==> config.mk <==
export PLATFORM = sky130hd
export DESIGN_NAME = fir_filter
export DESIGN_NICKNAME = d
export VERILOG_FILES = /design/src/rtl/fir_pkg.sv /design/src/rtl/fir_shift_reg.sv /design/src/rtl/fir_filter.sv
export SDC_FILE = /design/constraint.sdc
export NUM_CORES = 2
export LEC_CHECK = 0
export CAP_MARGIN = 10
export CORE_ASPECT_RATIO = 1.5
export CORE_UTILIZATION = 45
export CTS_CLUSTER_DIAMETER = 120
export DETAILED_ROUTE_END_ITERATION = 12
export PLACE_DENSITY = 0.71
export SLEW_MARGIN = 20
export SYNTH_ARGS = -nofsm -noshare
export SYNTH_HDL_FRONTEND = slang
export SYNTH_SLANG_ARGS = --single-unit
==> constraint.sdc <==
create_clock -name clk -period 57.1 [get_ports clk]
set_input_delay 11.42 -clock clk [delete_from_list [all_inputs] [get_ports clk]]
set_output_delay 11.42 -clock clk [all_outputs]
set_load 0.02 [all_outputs]
==> src/rtl/fir_pkg.sv <==
// Shared types, defaults and the fixed coefficient ROM contents for the serial FIR filter.
package fir_pkg;

    typedef enum logic [1:0] {
        IDLE = 2'd0,
        LOAD = 2'd1,
        CALC = 2'd2,
        DONE = 2'd3
    } state_t;

    localparam int DEFAULT_LENGTH = 64;
    localparam int DEFAULT_WIDTH  = 16;
    localparam int COEFF_COUNT    = 64;
    localparam int COEFF_W        = 16;

    // Linear ramp 1300 - 24*k in Q1.15; the taps sum to 34816, slightly above 1.0.
    localparam logic signed [COEFF_W-1:0] COEFFS [COEFF_COUNT] = '{
        16'sd1300, 16'sd1276, 16'sd1252, 16'sd1228, 16'sd1204, 16'sd1180, 16'sd1156, 16'sd1132,
        16'sd1108, 16'sd1084, 16'sd1060, 16'sd1036, 16'sd1012, 16'sd988,  16'sd964,  16'sd940,
        16'sd916,  16'sd892,  16'sd868,  16'sd844,  16'sd820,  16'sd796,  16'sd772,  16'sd748,
        16'sd724,  16'sd700,  16'sd676,  16'sd652,  16'sd628,  16'sd604,  16'sd580,  16'sd556,
        16'sd532,  16'sd508,  16'sd484,  16'sd460,  16'sd436,  16'sd412,  16'sd388,  16'sd364,
        16'sd340,  16'sd316,  16'sd292,  16'sd268,  16'sd244,  16'sd220,  16'sd196,  16'sd172,
        16'sd148,  16'sd124,  16'sd100,  16'sd76,   16'sd52,   16'sd28,   16'sd4,    -16'sd20,
        -16'sd44,  -16'sd68,  -16'sd92,  -16'sd116, -16'sd140, -16'sd164, -16'sd188, -16'sd212
    };

    function automatic int acc_width(input int length, input int width);
        return 2 * width + $clog2(length);
    endfunction

    function automatic logic signed [COEFF_W-1:0] coeff_q15(input int idx);
        return COEFFS[idx % COEFF_COUNT];
    endfunction

endpackage

==> src/rtl/fir_shift_reg.sv <==
// Tap delay line: load shifts a new sample into tap 0, rotate circulates the line so
// every tap passes through tap 0 (the multiplier input) once per LENGTH rotations.
module fir_shift_reg
    import fir_pkg::*;
#(
    parameter int LENGTH = DEFAULT_LENGTH,
    parameter int WIDTH  = DEFAULT_WIDTH
) (
    input  logic                    clk,
    input  logic                    reset,
    input  logic                    load,
    input  logic                    rotate,
    input  logic signed [WIDTH-1:0] sample,
    output logic signed [WIDTH-1:0] head
);

    logic signed [WIDTH-1:0] taps [LENGTH];

    always_ff @(posedge clk or posedge reset) begin
        if (reset) begin
            for (int i = 0; i < LENGTH; i++) begin
                taps[i] <= '0;
            end
        end else if (load) begin
            taps[0] <= sample;
            for (int i = 1; i < LENGTH; i++) begin
                taps[i] <= taps[i-1];
            end
        end else if (rotate) begin
            // Tap k moves toward tap 0, so tap 0 walks x[n], x[n-1], ... in order.
            for (int i = 0; i < LENGTH - 1; i++) begin
                taps[i] <= taps[i+1];
            end
            taps[LENGTH-1] <= taps[0];
        end
    end

    assign head = taps[0];

endmodule

==> src/rtl/fir_filter.sv <==
// Serial FIR filter: one multiply-accumulate per clock over a rotating tap line.
// Define FIR_SATURATE_EN to clamp the output instead of wrapping on overflow.
module fir_filter
    import fir_pkg::*;
#(
    parameter int LENGTH = DEFAULT_LENGTH,
    parameter int WIDTH  = DEFAULT_WIDTH
) (
    input  logic                    clk,
    input  logic                    reset,
    input  logic signed [WIDTH-1:0] FIR_input,
    input  logic                    input_valid,
    output logic signed [WIDTH-1:0] FIR_output,
    output logic                    output_valid
);

    localparam int ACC_W  = acc_width(LENGTH, WIDTH);
    localparam int PROD_W = 2 * WIDTH;
    localparam int IDX_W  = $clog2(LENGTH);
    localparam int CNT_W  = IDX_W + 1;
    localparam logic [CNT_W-1:0] LAST_CNT = CNT_W'(LENGTH);

    state_t                   state;
    state_t                   state_next;
    logic                     accept;
    logic                     load;
    logic                     rotate;
    logic                     cnt_done;
    logic [CNT_W-1:0]         cnt;
    logic signed [WIDTH-1:0]  sample_p0;
    logic signed [WIDTH-1:0]  tap_head;
    logic signed [COEFF_W-1:0] coeff_raw;
    logic signed [WIDTH-1:0]  coeff;
    logic signed [PROD_W-1:0] prod_p1;
    logic signed [ACC_W-1:0]  acc_p2;

    function automatic logic signed [WIDTH-1:0] to_output(input logic signed [ACC_W-1:0] a);
`ifdef FIR_SATURATE_EN
        logic [ACC_W-2*WIDTH+1:0] top;
        top = a[ACC_W-1:2*WIDTH-2];
        if (top == '0 || top == '1) begin
            return a[2*WIDTH-2:WIDTH-1];
        end else if (a[ACC_W-1]) begin
            return {1'b1, {(WIDTH-1){1'b0}}};
        end else begin
            return {1'b0, {(WIDTH-1){1'b1}}};
        end
`else
        return a[2*WIDTH-2:WIDTH-1];
`endif
    endfunction

    always_ff @(posedge clk or posedge reset) begin
        if (reset) begin
            state <= IDLE;
        end else begin
            state <= state_next;
        end
    end

    always_comb begin
        state_next = state;
        accept     = 1'b0;
        load       = 1'b0;
        rotate     = 1'b0;
        case (state)
            IDLE: begin
                if (input_valid) begin
                    accept     = 1'b1;
                    state_next = LOAD;
                end
            end
            LOAD: begin
                load       = 1'b1;
                state_next = CALC;
            end
            CALC: begin
                // The extra CALC cycle drains the product pipeline without rotating.
                rotate = !cnt_done;
                if (cnt_done) begin
                    state_next = DONE;
                end
            end
            DONE: begin
                state_next = IDLE;
            end
            default: begin
                state_next = IDLE;
            end
        endcase
    end

    assign cnt_done = (state == CALC) && (cnt == LAST_CNT);

    always_ff @(posedge clk or posedge reset) begin
        if (reset) begin
            cnt <= '0;
        end else if (load) begin
            cnt <= '0;
        end else if (state == CALC && !cnt_done) begin
            cnt <= cnt + CNT_W'(1);
        end
    end

    // Stage p0: capture the sample on the accepting edge.
    always_ff @(posedge clk or posedge reset) begin
        if (reset) begin
            sample_p0 <= '0;
        end else if (accept) begin
            sample_p0 <= FIR_input;
        end
    end

    fir_shift_reg #(
        .LENGTH (LENGTH),
        .WIDTH  (WIDTH)
    ) u_taps (
        .clk    (clk),
        .reset  (reset),
        .load   (load),
        .rotate (rotate),
        .sample (sample_p0),
        .head   (tap_head)
    );

    assign coeff_raw = coeff_q15(int'(cnt[IDX_W-1:0]));

    if (WIDTH == COEFF_W) begin : g_coeff_same
        assign coeff = coeff_raw;
    end else if (WIDTH > COEFF_W) begin : g_coeff_wide
        assign coeff = {coeff_raw, {(WIDTH-COEFF_W){1'b0}}};
    end else begin : g_coeff_narrow
        assign coeff = coeff_raw[COEFF_W-1 -: WIDTH];
    end

    // Stage p1/p2: registered product, then accumulate the previous product.
    always_ff @(posedge clk or posedge reset) begin
        if (reset) begin
            prod_p1 <= '0;
            acc_p2  <= '0;
        end else if (load) begin
            prod_p1 <= '0;
            acc_p2  <= '0;
        end else if (state == CALC) begin
            prod_p1 <= tap_head * coeff;
            acc_p2  <= acc_p2 + ACC_W'(prod_p1);
        end
    end

    // Output stage: result holds until the next DONE.
    always_ff @(posedge clk or posedge reset) begin
        if (reset) begin
            FIR_output   <= '0;
            output_valid <= 1'b0;
        end else begin
            output_valid <= (state == DONE);
            if (state == DONE) begin
                FIR_output <= to_output(acc_p2);
            end
        end
    end

endmodule

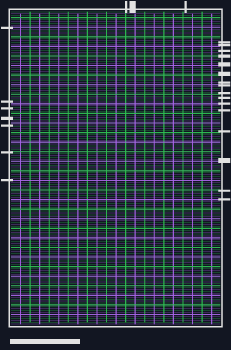
power_grid.png
Bar = 100 um. Pins as bars on the die edge.
- VSS: purple
- VDD: green
- signal pins: 36
- met4 straps: 21
- rows: 163
Core Box Area: 0.132 sq mm
die width: 300 um
Die Y-Extent: 449 um

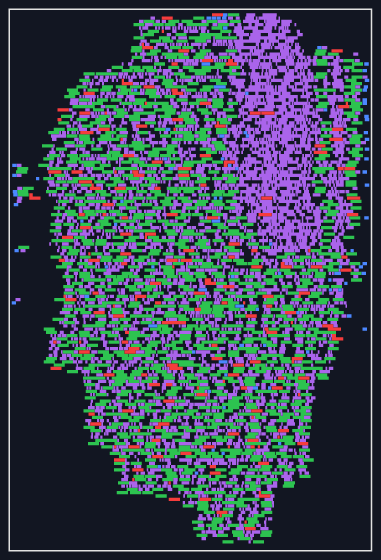
placement_by_type.png
- other buffers and delay cells: blue (cells 90)
- combinational and other logic: purple (cells 4,353)
- flops: green (cells 1,124)
- clock drivers and dummy loads: red (cells 195)

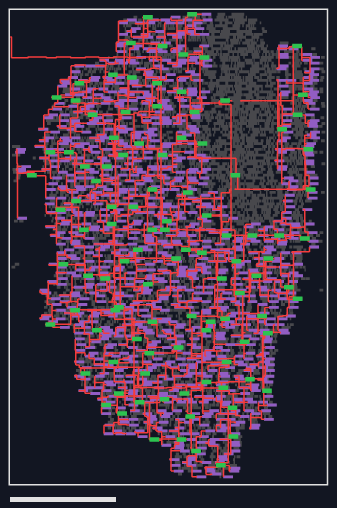
clk_routes.png
Bar = 100 um.
- flip-flops: purple (count 1,124)
- clock drivers: green (count 106)
- clock wires: red (length 13,600 um)
- routed clock nets: 107

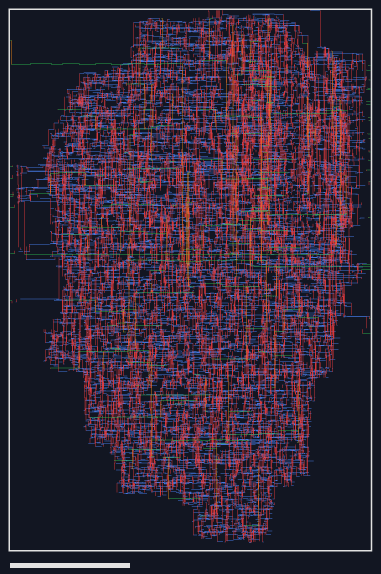
wires.png
Bar = 100 um.
- metal 2: red (wire length 54.9 mm)
- metal 3: green (wire length 2,920 um)
- metal 4: orange (wire length 2,820 um)
- metal 1: blue (wire length 47.9 mm)
drt total wl: 109,000 um
GRT Util Overall: 16.5%
post-DR wirelength/cell: 14.5 um
via count: 39,433

==> qor.yml <==
status:
  status: "finished, final reports clean"
yosys:
  synth_cells: 5876
  top_cells_by_count: "nand2_1 (1,187), dfrtp_1 (1,124), o21ai_0 (1,046)"
  floorplan.nets: 6238
  edf_count: 0
  async_reset_ff_share_pct: 100
  ff_type: "dfrtp_1"
  avgSynthCellArea_sq_um: 10.2
  ys_seq_share_pct: 47.0
  yosys-top-cells-area: "dfrtp_1 (47%), mux2i_1 (17%), o21ai_0 (8.7%)"
  yosys_area_sq_mm: 0.0599
  top_area_cell: "dfrtp_1"
die:
  die_area_sq_mm: 0.135
  fp-utilization_pct: 45.5
sta:
  skew_ps: 38.2
  slew_viol_final: 0
  setup_viol: 0
  hold_viol: 0
  tns_ps: 0
  finalCritPeriodShare_pct: 25.4
  rsz0062_at_grt: "false"
  tightest_slew_ps: 1100
  min_period_ps: 14520
  slew_headroom_pct: 26.4
drt:
  top_layer: "met4"
  drt_iter0_drc: 2359
  drc_errors: 0
  met1Wirelength_um: 47900
  wl_met2_um: 54900
  route.met3.wl_um: 2920
  ant_nets: 0
  avgViaCountPerCell: 5.26
  firstDrtPassIters: 5
clock_network:
  post-cts-setup-buffers: 0
  clock-sinks: 1124
  cts-resized-gates: 0
  cts-root-buf: "clkbuf_16"
  cts_buffer_depth: 3
  cts_buffers: 106
  ctsHoldBuffers: 0
  clk_transition_reported_paths_ps: 60
  cts_tree: "yes"
  htreeDepth: 3
setup_path:
  crit_fanout: 157
  path_cells: "clkdlybuf4s50_1 > inv_8 > buf_12 > buf_4 > buf_4"
  arrival_ps: 15230
  ff2ff_path_depth: 24
  worstSetupPathType: "input port to asynchronous set/reset pin"
finish:
  layout.nets: 6037
  area_growth_pct: 8.48
  diodes: 0
min_path:
  min_path_cells: 2
  hp-class: "register to register"
placement:
  hpwlAfterDp_um: 69400
  placed_area_sq_mm: 0.0613
  gp_congestion: 0.876
  portBuffers: 35
grt:
  grt_first_pass_wirelength_um: 191000
  grt_max_degree: 282
final timing paths:
kind                                     start  slack [ps]               end
worst max-delay path                     reset       42580  u_taps.taps[378]
worst min-delay path              sample_p0[5]         490    u_taps.head[5]
worst max register to register          cnt[0]       48540       prod_p1[30]
worst min register to register    sample_p0[5]         490    u_taps.head[5]
max in group clk                FIR_output[14]       44010    FIR_output[14]
min in group asynchronous                reset       11290  u_taps.taps[764]
final cells by class:
type                    count  area, sq um
multi-input cells        4049        29000
clock inverters            36          512
flip-flops and latches   1124        28100
repair buffers             90          877
well taps                1732         2170
inverters                 304         1150
clock buffers             159         3130
fillers                 11965        66800
worst max-delay path, delay by kind of cell:
kind	cells	cell delay (ps)
buffers and inverters	5	3490
stage by stage:
step | instances | util (%) | worst slack [ps] | hold slack, ps
detailed placement | 7298 | 46.5 | 41650 | 483
floorplan | 5876 | - | 14030 | 448
CTS | 7493 | 49.3 | 42430 | 491
finish | 7494 | 49.3 | 42580 | 491
global placement | 7298 | 46.5 | 41690 | 466
global route | 7494 | 49.3 | 41980 | 504
registers in the layout, summed over array words and instances, names as in the netlist:
| name | flops |
|---|---|
| state | 2 |
| output_valid | 1 |
| u_taps.head | 16 |
| FIR_output | 16 |
| u_taps.taps | 1008 |
| prod_p1 | 29 |
| acc_p2 | 29 |
| cnt | 7 |
| sample_p0 | 16 |
cells by family after synthesis:
group / after synthesis / share of synthesized area (%)
compound gates: 1236 / 11.1
xor+xnor: 59 / 0.863
fa+ha+maj: 343 / 9.77
buf+inv: 703 / 4.65
flops: 1124 / 47.0
mux: 1058 / 17.8
simple gates: 1353 / 8.89
cells in the final DEF (no fill, tap or decap), types with 7 or more instances in the layout:
cell	n
a211oi_1	9
clkbuf_8	28
a21oi_1	54
ha_1	134
nor3_1	14
a21o_1	10
nand2b_1	8
xor2_1	19
mux2_2	33
clkbuf_16	106
o21a_1	7
xnor2_1	40
clkdlybuf4s50_1	35
clkinv_2	13
nor2_1	55
buf_4	43
o211ai_1	7
bufinv_16	9
nand3_1	22
a22o_1	40
nand4_1	9
o21bai_1	11
nand2_1	1187
mux2i_1	1025
dfrtp_1	1124
o21ai_0	1046
and2_1	32
clkbuf_1	25
fa_1	208
inv_1	301
routing by layer:
layer	global-route usage, %	vias up
met4	5.49	0
met3	2.09	183
met5	0	-
met1	20.8	19473
met2	29.1	344
li1	-	19433
